[src/rtl/wb_regfile.sv]
// Writeback stage and register file: commits the EX-to-WB result into the array
// and serves two combinational read ports that bypass the x1 and x2 results.
module wb_regfile #(
    parameter int NUM_REGS = 16,
    parameter int ADRS_W   = 4,
    parameter int DATA_W   = 16
) (
    input  logic              clock,
    input  logic              resetn,
    input  logic              wr_enx1,
    input  logic [ADRS_W-1:0] dstx1,
    input  logic [DATA_W-1:0] dataoutx1,
    input  logic              wr_enx2,
    input  logic [ADRS_W-1:0] dstx2,
    input  logic [DATA_W-1:0] dataoutx2,
    input  logic [ADRS_W-1:0] rd_adrs_a,
    input  logic [ADRS_W-1:0] rd_adrs_b,
    output logic [DATA_W-1:0] rd_data_a,
    output logic [DATA_W-1:0] rd_data_b,
    output logic [1:0]        fwd_sel_a,
    output logic [1:0]        fwd_sel_b,
    output logic [15:0]       wb_count
);

    localparam logic [1:0] SEL_ARRAY = 2'd0;
    localparam logic [1:0] SEL_X2    = 2'd1;
    localparam logic [1:0] SEL_X1    = 2'd2;
    localparam logic [1:0] SEL_ZERO  = 2'd3;

    logic [DATA_W-1:0] rf_q [NUM_REGS];
    logic [DATA_W-1:0] rf_d [NUM_REGS];
    logic [15:0]       wb_count_q;
    logic [15:0]       wb_count_d;
    logic              commit;

    assign commit = wr_enx2 && (dstx2 != '0);

    always_comb begin
        rf_d       = rf_q;
        wb_count_d = wb_count_q;
        if (commit) begin
            rf_d[dstx2] = dataoutx2;
            if (wb_count_q != 16'hFFFF) begin
                wb_count_d = wb_count_q + 16'd1;
            end
        end
        // Entry 0 is hardwired; pinning it here keeps the flop constant.
        rf_d[0] = '0;
    end

    always_ff @(posedge clock) begin
        if (!resetn) begin
            for (int i = 0; i < NUM_REGS; i++) begin
                rf_q[i] <= '0;
            end
            wb_count_q <= '0;
        end else begin
            rf_q       <= rf_d;
            wb_count_q <= wb_count_d;
        end
    end

    assign wb_count = wb_count_q;

    // Returns {fwd_sel, data}; the younger x1 result outranks x2.
    function automatic logic [DATA_W+1:0] resolve(
        input logic              rstn,
        input logic [ADRS_W-1:0] adrs,
        input logic [DATA_W-1:0] arrayData,
        input logic              en1,
        input logic [ADRS_W-1:0] dst1,
        input logic [DATA_W-1:0] data1,
        input logic              en2,
        input logic [ADRS_W-1:0] dst2,
        input logic [DATA_W-1:0] data2
    );
        logic [DATA_W+1:0] result;
        result = {SEL_ARRAY, arrayData};
        if (!rstn || adrs == '0) begin
            result = {SEL_ZERO, {DATA_W{1'b0}}};
        end else if (en1 && dst1 == adrs) begin
            result = {SEL_X1, data1};
        end else if (en2 && dst2 == adrs) begin
            result = {SEL_X2, data2};
        end
        return result;
    endfunction

    always_comb begin
        {fwd_sel_a, rd_data_a} = resolve(resetn, rd_adrs_a, rf_q[rd_adrs_a],
                                         wr_enx1, dstx1, dataoutx1,
                                         wr_enx2, dstx2, dataoutx2);
        {fwd_sel_b, rd_data_b} = resolve(resetn, rd_adrs_b, rf_q[rd_adrs_b],
                                         wr_enx1, dstx1, dataoutx1,
                                         wr_enx2, dstx2, dataoutx2);
    end

endmodule

[config.mk]
export PLATFORM = sky130hd
export DESIGN_NAME = wb_regfile
export DESIGN_NICKNAME = d
export VERILOG_FILES = /design/src/rtl/wb_regfile.sv
export SDC_FILE = /design/constraint.sdc
export NUM_CORES = 1
export LEC_CHECK = 0
export ABC_AREA = 1
export CORE_AREA = 2 2 212 214
export CTS_CLUSTER_SIZE = 14
export DETAILED_ROUTE_END_ITERATION = 16
export DIE_AREA = 0 0 214 216
export MAX_ROUTING_LAYER = met4
export PLACE_DENSITY = 0.56
export SYNTH_ARGS = -nofsm -noshare
export SYNTH_HDL_FRONTEND = slang
export SYNTH_SLANG_ARGS = --single-unit
[constraint.sdc]
create_clock -name clock -period 2.2 [get_ports clock]
set_input_delay 0.44 -clock clock [delete_from_list [all_inputs] [get_ports clock]]
set_output_delay 0.44 -clock clock [all_outputs]
set_load 0.005 [all_outputs]
==> images/final_congestion.png <==
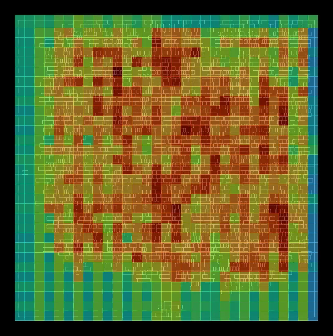
M1 GR Usage: 0.341
GR Util met2: 0.426
GR Util All Layers: 0.267
GR Layer Usage met3: 0.0379
GRT busiest layer: met2

==> images/registers.png <==
Other cells in gray.
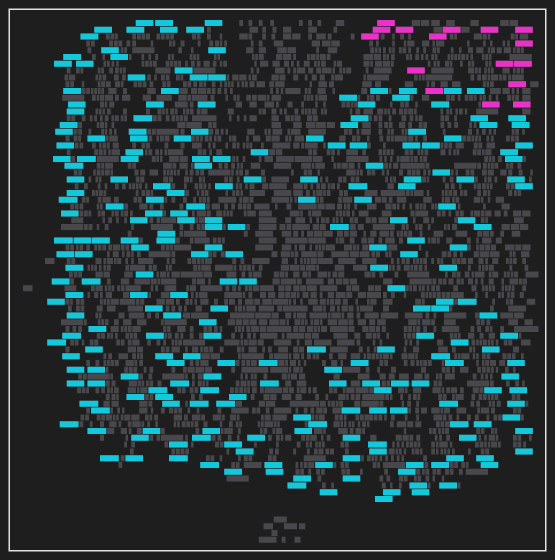
| color | netlist name | flops | where |
|---|---|---|---|
| cyan | `rf_q` | 240 | widely spread |
| magenta | `wb_count` | 16 | top right |

==> results.toml <==
# flow metrics
[clock_tree]
cts_buffer_depth = 3
worstSkewPairLatency_ns = 0.58
cts_buffers = 30
post_cts.repair.setup_buffers = 52
htreeDepth = 1

[power_and_ir_drop]
ir_drop_mv = 0.454
comb_power_mw = 2.69
finalPower_mw = 12.6
p_int_mw = 8.90
pwr-share-comb = 0.213
power_leader = "clock"

[critical_path]
cpPeakStageDelay_ns = 0.22
cp-end-kind = "output port"
worstPathArrival_ns = 1.81
worstPathCellList = "buf_12, buf_4, buf_4, a21oi_2, o21ai_1, nand3_1, nand3_2, buf_6, a21oi_2, buf_2"
cp_slowest_cell = "buf_4"
r2r-start = "wb_count[0]"
critical_path_class = "in2out"
crit_path_end = "rd_data_a[4]"
worstSetupStartpointType = "input port"
r2r_cells = 7
r2r-end = "wb_count[1]"

[place]
pre_cts_ws_ns = -1.04
dpl_cell_area_sq_um = 18100
port_buffers = 103
gp_congestion = 0.926

[layout]
final_core_util = 0.492
layout-drive-gt1-share = 0.278
comb_share = 0.443
final-nonclk-buf-share = 0.187
seq_share = 0.240
area_dominant_class = "multi-input combinational cells"
fin_area_sq_um = 21600
syn2layout_area_growth_pct = 41.6
clkbuf_count = 47
flop_area_sq_um = 5170
insertedDiodeCount = 0

[synth]
simple_gate_share = 0.330
yosys.area.top_type = "dfxtp_1"
top_logic_kind = "simple AND/OR/NAND/NOR gates"
ys_cells = 2492
synth_async_sr_flop_share = 0
mux_share = 0
synth_flop_count = 256
synthFlopType = "dfxtp_1"
ys_area_sq_um = 15200
synth_top_area_share = 0.336
aoi_share = 0.200

[route]
dr.pass1.iters = 8
wl_met1_um = 26700
drc = 0
wl_met2_um = 28500
drt-total-wl_um = 62900
via_count = 17804

[min_path]
min_path_type = "in2reg"

[timing]
hold_slack_ns = 0.364
fin_skew_ns = 0.00472
setup_violations = 20
hold_violations = 0
tightest_slew_ns = 0.752
setup_tns_ns = -0.431
worst_slack_ns = -0.0500
period_used_share = 1.02
rsz0062_at_grt = "true"
max_slew_margin = 0.499

[grt]
globalRouteOverflowTotal = 0
grt_pass1_vias = 16661
antenna_found_initial = 0
grt_max_degree = 189
grt_first_pass_wirelength_um = 95500

[die]
die_height_um = 216
num_rows = 77
tap-cell-count = 592
chip_area_sq_um = 46200
fp_util = 0.348

[run]
warnings = 30
cap_violations = 0

[run_status]
status = "finished, violations left"
violations = "setup timing"
No activity file was given, so power comes from the tool's default toggle rates.
